<file path="src/rtl/wb_port_arbiter_pkg.sv">
// Shared writeback-port definitions, also used by the regfile and the hazard unit.
package wb_port_arbiter_pkg;

    localparam int XLEN       = 32;
    localparam int REG_ADDR_W = 5;

    typedef enum logic [0:0] {
        S_PIPE  = 1'b0,
        S_STEAL = 1'b1
    } wb_arb_state_e;

endpackage

</file>
<file path="src/rtl/wb_port_arbiter_starve_cnt.sv">
// Saturating count of cycles a pending MDU result has lost the write port.
module wb_starve_cnt #(
    parameter int STARVE_MAX = 4
) (
    input  logic i_clk,
    input  logic i_rst_n,
    input  logic i_clr,
    input  logic i_inc,
    output logic o_at_limit
);

    localparam int CNT_W = $clog2(STARVE_MAX + 1);

    logic [CNT_W-1:0] r_cnt;

    // Clear on handshake, otherwise count losses up to STARVE_MAX.
    always_ff @(posedge i_clk or negedge i_rst_n) begin
        if (!i_rst_n) begin
            r_cnt <= {CNT_W{1'b0}};
        end else if (i_clr) begin
            r_cnt <= {CNT_W{1'b0}};
        end else if (i_inc && (r_cnt != CNT_W'(STARVE_MAX))) begin
            r_cnt <= r_cnt + CNT_W'(1);
        end else begin
            r_cnt <= r_cnt;
        end
    end

    // One more loss from here exhausts the MDU's patience.
    assign o_at_limit = (r_cnt >= CNT_W'(STARVE_MAX - 1));

endmodule

</file>
<file path="src/rtl/wb_port_arbiter.sv">
// Register-file write-port arbiter: pipeline writeback has priority, the MDU
// result is guaranteed a slot by stealing one cycle after STARVE_MAX losses.
module wb_port_arbiter
    import wb_port_arbiter_pkg::*;
#(
    parameter int STARVE_MAX = 4
) (
    input  logic                  i_clk,
    input  logic                  i_rst_n,
    input  logic                  i_pipe_wren,
    input  logic [REG_ADDR_W-1:0] i_pipe_rd,
    input  logic [XLEN-1:0]       i_pipe_data,
    input  logic                  i_mdu_valid,
    input  logic [REG_ADDR_W-1:0] i_mdu_rd,
    input  logic [XLEN-1:0]       i_mdu_data,
    output logic                  o_mdu_ready,
    output logic                  o_stall,
    output logic                  o_rd_wren,
    output logic [REG_ADDR_W-1:0] o_rd_addr,
    output logic [XLEN-1:0]       o_rd_data,
    output logic                  o_grant_mdu
);

    wb_arb_state_e         r_state;
    wb_arb_state_e         w_state_nxt;
    logic                  w_grant_pipe;
    logic                  w_grant_mdu;
    logic                  w_stall;
    logic                  w_mdu_lose;
    logic                  w_at_limit;
    logic [REG_ADDR_W-1:0] w_addr;
    logic [XLEN-1:0]       w_data;

    wb_starve_cnt #(
        .STARVE_MAX (STARVE_MAX)
    ) u_starve_cnt (
        .i_clk      (i_clk),
        .i_rst_n    (i_rst_n),
        .i_clr      (w_grant_mdu),
        .i_inc      (w_mdu_lose),
        .o_at_limit (w_at_limit)
    );

    // Arbiter state register.
    always_ff @(posedge i_clk or negedge i_rst_n) begin
        if (!i_rst_n) begin
            r_state <= S_PIPE;
        end else begin
            r_state <= w_state_nxt;
        end
    end

    // Grant selection and next state; reset level gates every grant off.
    always_comb begin
        w_grant_pipe = 1'b0;
        w_grant_mdu  = 1'b0;
        w_stall      = 1'b0;
        w_state_nxt  = S_PIPE;
        if (!i_rst_n) begin
            w_grant_pipe = 1'b0;
        end else if ((r_state == S_STEAL) && i_mdu_valid) begin
            w_grant_mdu = 1'b1;
            w_stall     = i_pipe_wren;
        end else if (i_pipe_wren) begin
            w_grant_pipe = 1'b1;
        end else if (i_mdu_valid) begin
            w_grant_mdu = 1'b1;
        end else begin
            w_grant_pipe = 1'b0;
        end

        w_mdu_lose = i_rst_n & i_mdu_valid & ~w_grant_mdu;

        case (r_state)
            S_PIPE:  w_state_nxt = (w_mdu_lose && w_at_limit) ? S_STEAL : S_PIPE;
            S_STEAL: w_state_nxt = S_PIPE;
            default: w_state_nxt = S_PIPE;
        endcase
    end

    // Route the granted requester onto the write port, zero when idle.
    always_comb begin
        w_addr = {REG_ADDR_W{1'b0}};
        w_data = {XLEN{1'b0}};
        if (w_grant_mdu) begin
            w_addr = i_mdu_rd;
            w_data = i_mdu_data;
        end else if (w_grant_pipe) begin
            w_addr = i_pipe_rd;
            w_data = i_pipe_data;
        end else begin
            w_addr = {REG_ADDR_W{1'b0}};
            w_data = {XLEN{1'b0}};
        end
    end

    // x0 is never written, but an MDU handshake to x0 still completes.
    assign o_rd_wren   = (w_grant_mdu | w_grant_pipe) & (w_addr != {REG_ADDR_W{1'b0}});
    assign o_rd_addr   = w_addr;
    assign o_rd_data   = w_data;
    assign o_mdu_ready = w_grant_mdu;
    assign o_grant_mdu = w_grant_mdu;
    assign o_stall     = w_stall;

endmodule

</file>
<file path="config.mk">
export PLATFORM = sky130hd
export DESIGN_NAME = wb_port_arbiter
export DESIGN_NICKNAME = d
export VERILOG_FILES = /design/src/rtl/wb_port_arbiter_pkg.sv /design/src/rtl/wb_port_arbiter_starve_cnt.sv /design/src/rtl/wb_port_arbiter.sv
export SDC_FILE = /design/constraint.sdc
export NUM_CORES = 1
export LEC_CHECK = 0
export CORE_MARGIN = 2
export CORE_UTILIZATION = 21
export CTS_BUF_LIST = sky130_fd_sc_hd__clkbuf_8
export DETAILED_ROUTE_END_ITERATION = 16
export PLACE_DENSITY = 0.92
export SLEW_MARGIN = 10
export SYNTH_ARGS = -nofsm -noshare
export SYNTH_HDL_FRONTEND = slang
export SYNTH_SLANG_ARGS = --single-unit
</file>
<file path="constraint.sdc">
create_clock -name i_clk -period 1.8 [get_ports i_clk]
set_input_delay 0.27 -clock i_clk [delete_from_list [all_inputs] [get_ports i_clk]]
set_output_delay 0.27 -clock i_clk [all_outputs]
set_load 0.02 [all_outputs]
</file>
**Nets reached from selected ports**

Bar = 20 um.
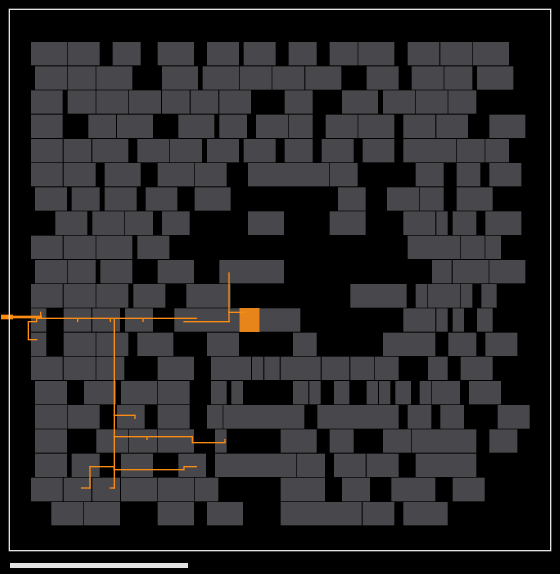
orange -> `o_mdu_ready`  # bits 1, direction output, edge left, end cells 1, buffers 2, wire 90.9 um
I/O pins: 119
IO Port Bufs: 118

**The clock network**

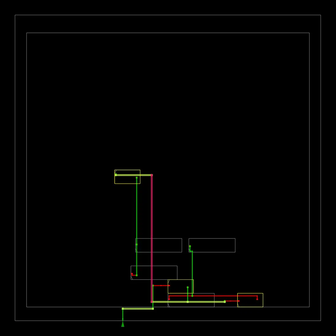
# clock sinks: 4
clock buffers: 3

**Wire density map**

12 x 12 tiles, from dark blue (low) to red (high), scaled to the fullest tile. Values are wire area over tile area, all layers added.
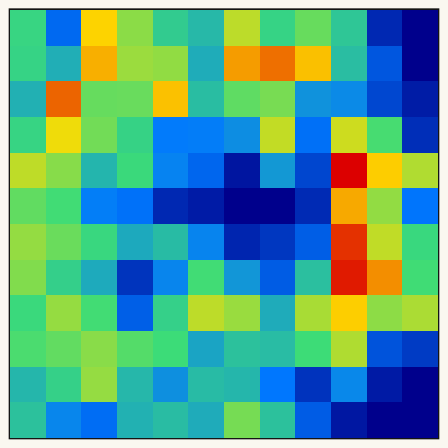
emptiest ninth of the die = middle
fullest tile = 0.39
nearly empty tiles = 4.9%
WL per Instance: 14.6 um
via count: 1206

==> impl_metrics.json <==
{
  "m1WireLength_mm": 1.26,
  "synth.top_cell.area_share_pct": 41.6,
  "grt_pass1_vias": 1155,
  "drtIter0Drc": 32,
  "maxUsedRoutingLayer": "met4",
  "syn_area_per_cell_sq_um": 8.13,
  "finClkSkew_ns": 0.00358,
  "first_pass_iters": 4,
  "setup_slack_ns": -0.218,
  "ys.warnings.count": 0,
  "place.gp.congestion": 0.814,
  "die_area_sq_um": 3680,
  "synthFlopType": "dfrtp_1",
  "synth_nets": 164,
  "status": "finished, violations left",
  "dp_hpwl_mm": 2.95,
  "violations": "setup timing",
  "edf_count": 0,
  "rsz0062_at_grt": "yes",
  "lay_top_count": "clkdlybuf4s50_1",
  "power_mw": 0.910,
  "htree_levels": 1,
  "met3_length_um": 344,
  "cp_num_buf_inv": 1,
  "finalCritPeriodShare_pct": 112,
  "cts_tree": "built",
  "drive_gt1_share_pct": 33.0,
  "seq_power_share_pct": 14.6,
  "antenna_found_initial": 0,
  "switching_share_pct": 33.6,
  "met3_usage_pct": 7.04,
  "yosys.cell_types.count": 24,
  "fp_util_pct": 22.1,
  "comb_power_mw": 0.579,
  "cp.required_ns": 1.53,
  "post_cts_buffers": 0,
  "cp-end-kind": "output pin",
  "clk-power_mw": 0.198,
  "setup_violations": 33,
  "path_clk_slew_ns": 0.03,
  "ys_area_sq_um": 674,
  "route.met2.wl_mm": 2.02,
  "min_path_type": "input pin to asynchronous set/reset pin",
  "p_int_mw": 0.604,
  "startpoint_type": "register",
  "place_area_sq_um": 1990,
  "yosys_register_bits": 4
}
**Metal layers overlaid**

Only two layers are drawn.
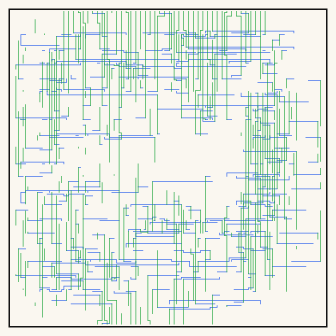
blue -> M1  # wire length 1260 um
green -> M2  # wire length 2020 um
global-route usage over all layers: 17.9%
drt total wl: 3.71 mm

**Zoomed window**

Region (0, 21) to (40, 61) um. Cells in grey, sequential cells in the stronger grey; small squares are vias.
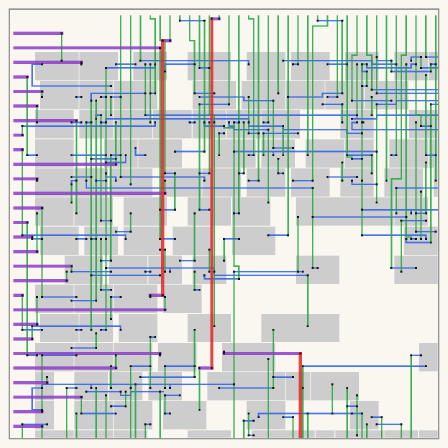
purple -> M3
blue -> M1
red -> M4
green -> M2
sequential cells in the window = 0
most frequent = clkdlybuf4s50_1 (38), a22o_1 (21), buf_6 (18)
cells with their middle in the window = 88

final timing paths:
kind                            cells after the start                    end                   from
worst max-delay path                                5              o_rd_wren                r_state
worst min-delay path                                2                r_state                i_rst_n
worst max register to register                      5  u_starve_cnt.r_cnt[1]                r_state
worst min register to register                      1  u_starve_cnt.r_cnt[0]  u_starve_cnt.r_cnt[0]
max in group asynchronous                           2  u_starve_cnt.r_cnt[1]                i_rst_n
min in group i_clk                                  1  u_starve_cnt.r_cnt[0]  u_starve_cnt.r_cnt[0]
through the flow:
stage                     utilization [%]  hold slack [ns]  setup TNS (ns)  worst slack (ns)  std cells
after CTS                            62.9            0.291           -2.60            -0.199        250
after floorplan                         -          -0.0256               0           0.00621         83
after global routing                 69.8            0.335           -6.22            -0.264        253
after detailed placement             65.2            0.550          -29.00            -0.881        247
final                                69.8            0.312           -4.33            -0.218        253
after global placement               65.2            0.542          -26.64            -0.813        247
synthesized netlist by cell type (2+ instances only):
library cell and count:
a22o_1 32, nor2_1 6, buf_2 5, a32oi_1 4
dfrtp_1 4, inv_1 4, nand3_1 4, clkbuf_1 3
ha_1 3, nand2_1 3, o21ai_0 2
layout make-up:
class                      count  share of cell area, %
tap                           44                   2.58
clock buffer                   3                   1.94
multi-input combinational     64                   25.9
sequential                     4                   4.69
inverter                       5                  0.998
timing repair buffer         133                   63.9
kinds of logic (layout without fill, tap and decap cells):
family | after synthesis | in the layout | synth area share (%)
AND-OR/OR-AND | 42 | 42 | 53.4
multiplexers | 1 | 1 | 1.48
buffers and inverters | 15 | 141 | 10.9
flip-flops | 4 | 4 | 14.8
adder cells (fa/ha/maj) | 3 | 3 | 5.57
AND/OR/NAND/NOR | 18 | 18 | 13.7
state kept, by name, summed over array words and instances (netlist names):
register and flops:
r_state 1, u_starve_cnt.r_cnt 3
